==> src/rtl/regfile_if.sv <==
// Register file bus: write-back write port, two decode read ports and the debug read port.
// The master drives requests; the slave (regfile) returns read data and debug acks.
interface regfile_if #(
  parameter int DATA_WIDTH = 32,
  parameter int ADDR_WIDTH = 5
);
  logic                  write_enable;
  logic [ADDR_WIDTH-1:0] write_addr;
  logic [DATA_WIDTH-1:0] write_data;

  logic                  read_enable1;
  logic [ADDR_WIDTH-1:0] read_addr1;
  logic [DATA_WIDTH-1:0] read_result1;
  logic                  read_enable2;
  logic [ADDR_WIDTH-1:0] read_addr2;
  logic [DATA_WIDTH-1:0] read_result2;

  logic                  dbg_req;
  logic [ADDR_WIDTH-1:0] dbg_addr;
  logic                  dbg_ack;
  logic [DATA_WIDTH-1:0] dbg_data;

  modport master (
    output write_enable, write_addr, write_data,
    output read_enable1, read_addr1, read_enable2, read_addr2,
    output dbg_req, dbg_addr,
    input  read_result1, read_result2, dbg_ack, dbg_data
  );

  modport slave (
    input  write_enable, write_addr, write_data,
    input  read_enable1, read_addr1, read_enable2, read_addr2,
    input  dbg_req, dbg_addr,
    output read_result1, read_result2, dbg_ack, dbg_data
  );
endinterface

==> src/rtl/regfile.sv <==
// MIPS general-purpose register file: two combinational read ports, one write port, registered debug read.
// Optional macro REGS_BYPASS_EN forwards same-cycle write data to matching read ports.
module regfile #(
  parameter int DATA_WIDTH = 32,
  parameter int ADDR_WIDTH = 5,
  parameter int REG_COUNT  = 32
) (
  input logic       clock,
  input logic       reset,
  regfile_if.slave  bus
);

  logic [DATA_WIDTH-1:0] regs_q [REG_COUNT];
  logic                  dbg_ack_q, dbg_ack_d;
  logic [DATA_WIDTH-1:0] dbg_data_q, dbg_data_d;
  logic                  wr_en;

  // Writes to register 0 are dropped here, so entry 0 stays at its reset value of 0.
  assign wr_en = bus.write_enable && (bus.write_addr != '0);

  always_ff @(posedge clock) begin
    if (reset) begin
      for (int i = 0; i < REG_COUNT; i++) regs_q[i] <= '0;
    end else if (wr_en) begin
      regs_q[bus.write_addr] <= bus.write_data;
    end
  end

  function automatic logic [DATA_WIDTH-1:0] read_port(
    input logic                  en,
    input logic [ADDR_WIDTH-1:0] addr
  );
    logic [DATA_WIDTH-1:0] res;
    res = '0;
    if (!reset && en && (addr != '0)) begin
`ifdef REGS_BYPASS_EN
      if (wr_en && (bus.write_addr == addr)) res = bus.write_data;
      else                                   res = regs_q[addr];
`else
      res = regs_q[addr];
`endif
    end
    return res;
  endfunction

  always_comb begin
    bus.read_result1 = read_port(bus.read_enable1, bus.read_addr1);
    bus.read_result2 = read_port(bus.read_enable2, bus.read_addr2);
  end

  // Debug returns the post-edge value, so a same-edge write is forwarded in both builds.
  always_comb begin
    dbg_ack_d  = bus.dbg_req;
    dbg_data_d = dbg_data_q;
    if (bus.dbg_req) begin
      if (bus.dbg_addr == '0)                         dbg_data_d = '0;
      else if (wr_en && bus.write_addr == bus.dbg_addr) dbg_data_d = bus.write_data;
      else                                            dbg_data_d = regs_q[bus.dbg_addr];
    end
  end

  always_ff @(posedge clock) begin
    if (reset) begin
      dbg_ack_q  <= 1'b0;
      dbg_data_q <= '0;
    end else begin
      dbg_ack_q  <= dbg_ack_d;
      dbg_data_q <= dbg_data_d;
    end
  end

  assign bus.dbg_ack  = dbg_ack_q;
  assign bus.dbg_data = dbg_data_q;

endmodule

==> src/flat_wrapper.sv <==
// flat-port wrapper written by rule: the top's interface ports become plain ports
module regfile_flat 
#(
  parameter int DATA_WIDTH = 32,
  parameter int ADDR_WIDTH = 5,
  parameter int REG_COUNT  = 32
)
  (clock, reset, bus_write_enable, bus_write_addr, bus_write_data, bus_read_enable1, bus_read_addr1, bus_read_enable2, bus_read_addr2, bus_dbg_req, bus_dbg_addr, bus_read_result1, bus_read_result2, bus_dbg_ack, bus_dbg_data);
  regfile_if #(.DATA_WIDTH(DATA_WIDTH), .ADDR_WIDTH(ADDR_WIDTH)) bus_i ();
  input logic clock;
  input logic reset;
  input wire logic [$bits(bus_i.write_enable)-1:0] bus_write_enable;
  input wire logic [$bits(bus_i.write_addr)-1:0] bus_write_addr;
  input wire logic [$bits(bus_i.write_data)-1:0] bus_write_data;
  input wire logic [$bits(bus_i.read_enable1)-1:0] bus_read_enable1;
  input wire logic [$bits(bus_i.read_addr1)-1:0] bus_read_addr1;
  input wire logic [$bits(bus_i.read_enable2)-1:0] bus_read_enable2;
  input wire logic [$bits(bus_i.read_addr2)-1:0] bus_read_addr2;
  input wire logic [$bits(bus_i.dbg_req)-1:0] bus_dbg_req;
  input wire logic [$bits(bus_i.dbg_addr)-1:0] bus_dbg_addr;
  output wire logic [$bits(bus_i.read_result1)-1:0] bus_read_result1;
  output wire logic [$bits(bus_i.read_result2)-1:0] bus_read_result2;
  output wire logic [$bits(bus_i.dbg_ack)-1:0] bus_dbg_ack;
  output wire logic [$bits(bus_i.dbg_data)-1:0] bus_dbg_data;
  assign bus_i.write_enable = bus_write_enable;
  assign bus_i.write_addr = bus_write_addr;
  assign bus_i.write_data = bus_write_data;
  assign bus_i.read_enable1 = bus_read_enable1;
  assign bus_i.read_addr1 = bus_read_addr1;
  assign bus_i.read_enable2 = bus_read_enable2;
  assign bus_i.read_addr2 = bus_read_addr2;
  assign bus_i.dbg_req = bus_dbg_req;
  assign bus_i.dbg_addr = bus_dbg_addr;
  assign bus_read_result1 = bus_i.read_result1;
  assign bus_read_result2 = bus_i.read_result2;
  assign bus_dbg_ack = bus_i.dbg_ack;
  assign bus_dbg_data = bus_i.dbg_data;
  regfile #(.DATA_WIDTH(DATA_WIDTH), .ADDR_WIDTH(ADDR_WIDTH), .REG_COUNT(REG_COUNT)) u_core (.clock(clock), .reset(reset), .bus(bus_i));
endmodule
==> config.mk <==
export PLATFORM = sky130hd
export DESIGN_NAME = regfile_flat
export DESIGN_NICKNAME = d
export VERILOG_FILES = /design/src/rtl/regfile_if.sv /design/src/rtl/regfile.sv /design/src/flat_wrapper.sv
export SDC_FILE = /design/constraint.sdc
export NUM_CORES = 2
export LEC_CHECK = 0
export CAP_MARGIN = 30
export CORE_UTILIZATION = 42
export CTS_BUF_LIST = sky130_fd_sc_hd__clkbuf_8
export DETAILED_ROUTE_END_ITERATION = 7
export PLACE_DENSITY_LB_ADDON = 0.12
export RECOVER_POWER = 25
export SYNTH_ARGS = -nofsm -noshare
export SYNTH_HDL_FRONTEND = slang
export SYNTH_SLANG_ARGS = --single-unit
==> constraint.sdc <==
create_clock -name clock -period 4.24 [get_ports clock]
set_input_delay 0.424 -clock clock [delete_from_list [all_inputs] [get_ports clock]]
set_output_delay 0.424 -clock clock [all_outputs]
set_load 0.005 [all_outputs]
Floorplan with the power grid:
Scale: 1 px per um. Pins as bars on the die edge.
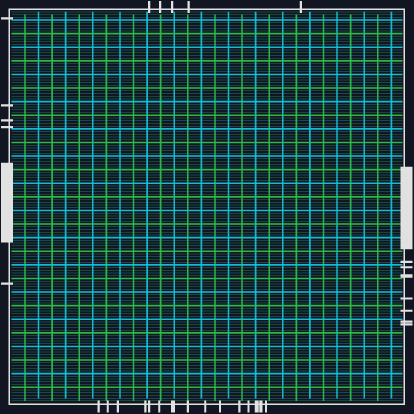
net	color
VDD	cyan
VSS	green
signal pins	155
rows	143
Die Y: 394 um
Max VDD drop: 262 uV
total core area: 152,000 um2
chip width: 394 um

Placed cells, one color a class:
Scale: 1 px per um. Fill, decap, tap and diode cells in gray.
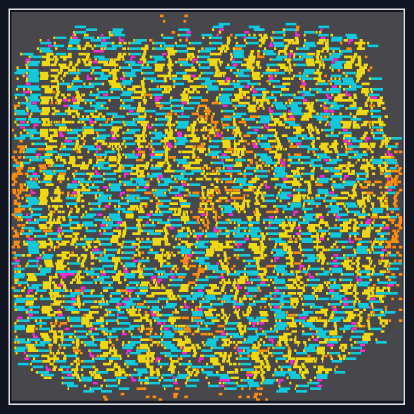
class	color	cells
clock drivers and dummy loads	magenta	347
flip-flops	cyan	1,057
all other logic	yellow	3,179
other buffers and delay cells	orange	506
sequential cell area share: 42.7%
number of placement rows: 143

Clock network drawn from the DEF:
Scale: 1.5 px per um.
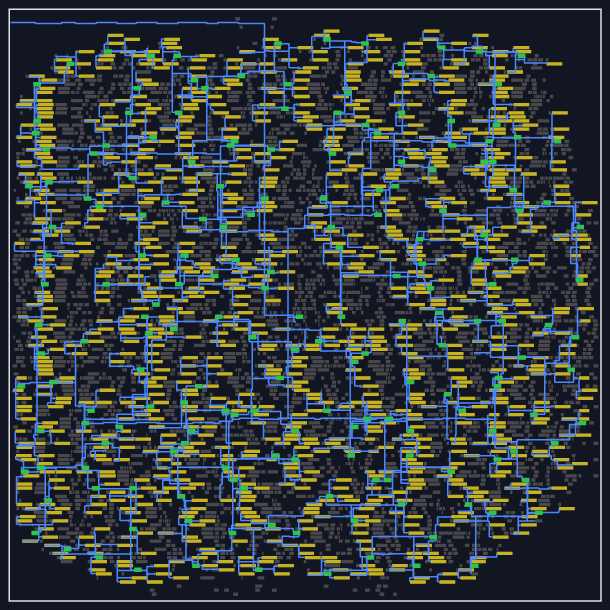
[clock wires] blue | length: 16,200 um
[flip-flops] yellow | count: 1,057
[cells driving clock nets] green | count: 190
flops lie	all over the die
routed clock nets	191
clock skew: 0.0374 ns
clock power share: 35.0%
clk_lat worst skew: 0.94 ns
Clock net power: 0.00928 W

Signal wires by layer:
Scale: 1 px per um. Two of the layers only.
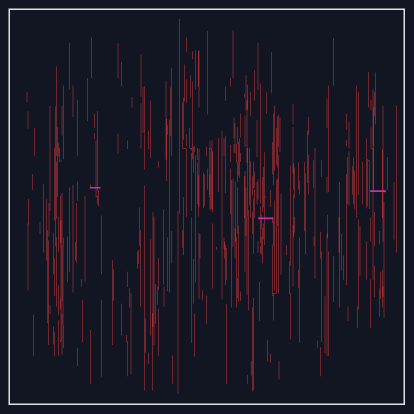
layer	color	wire length
met4	red	15,800 um
met5	magenta	36.8 um
vias: 48,900
Routed WL: 284 mm
GRT Overall Usage: 36.0%
Avg WL per Cell: 39.9 um

Cell placement:
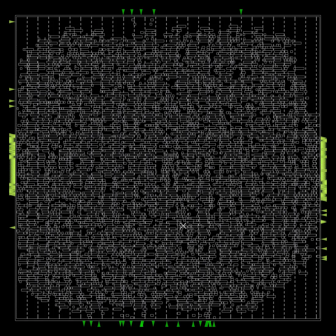
Tap Cells: 2,030
Final Util: 48.4%
fin cells: 7,127
Fillers: 13,300

==> flow_summary.toml <==
# synthesis and place-and-route metrics
[clock_tree]
cts_buffers = 190
cts_hold_buf = 1
post_cts_buffers = 0

[detailed_routing]
wl_met3_mm = 36.9
drc = 2
highest_layer = "met5"
ant_nets = 0
wl_met1_mm = 109
via_per_inst = 6.86

[placement]
io_buffers = 154
pre_cts_ws_ns = 0.231
dp_cells = 6771

[final_timing]
hold_slack_ns = 0.212
slew_viol_final = 602
finalHoldViolCount = 0
final-setup-viol-count = 0
rsz0062_at_grt = "false"
final.setup.tns_ns = 0

[synth]
top_cells_by_area = "edfxtp_1, mux4_2, mux2i_1"
ys_ff = 1057
synth.area.mux_share_pct = 26.4
most_common_cell = "edfxtp_1"

[flow_run]
warnings = 27
maxCapViolations = 27

[cells_and_area]
nonClkBufAreaFrac_pct = 6.89
flop-count = 1057
fin_nets = 4992

[power_and_ir_drop]
power_frac_comb_pct = 17.6
seq_power_share_pct = 47.4
p_comb_w = 0.00467

[setup_path]
cp-startpoint = "reset"
ff2ff_setup_slack_ns = 1.76
r2r_start = "u_core.regs_q[24][0]"
endpoint_kind = "flip-flop"
critical_path_depth = 5
cp_top_family = "buffers and inverters"
critPathKind = "input pin to flip-flop"

[global_route]
use_met2_pct = 52.6
busiest_layer = "met2"
grt_pass1_wl_mm = 385

[status]
violations = "design-rule violations, max-capacitance violations, max-slew violations"
status = "finished with violations"

[floorplanning]
die_area_um2 = 155000
ioPinCount = 155

[min_path]
min_from = "bus_write_data[26]"
Power and IR drop assume default switching activity.
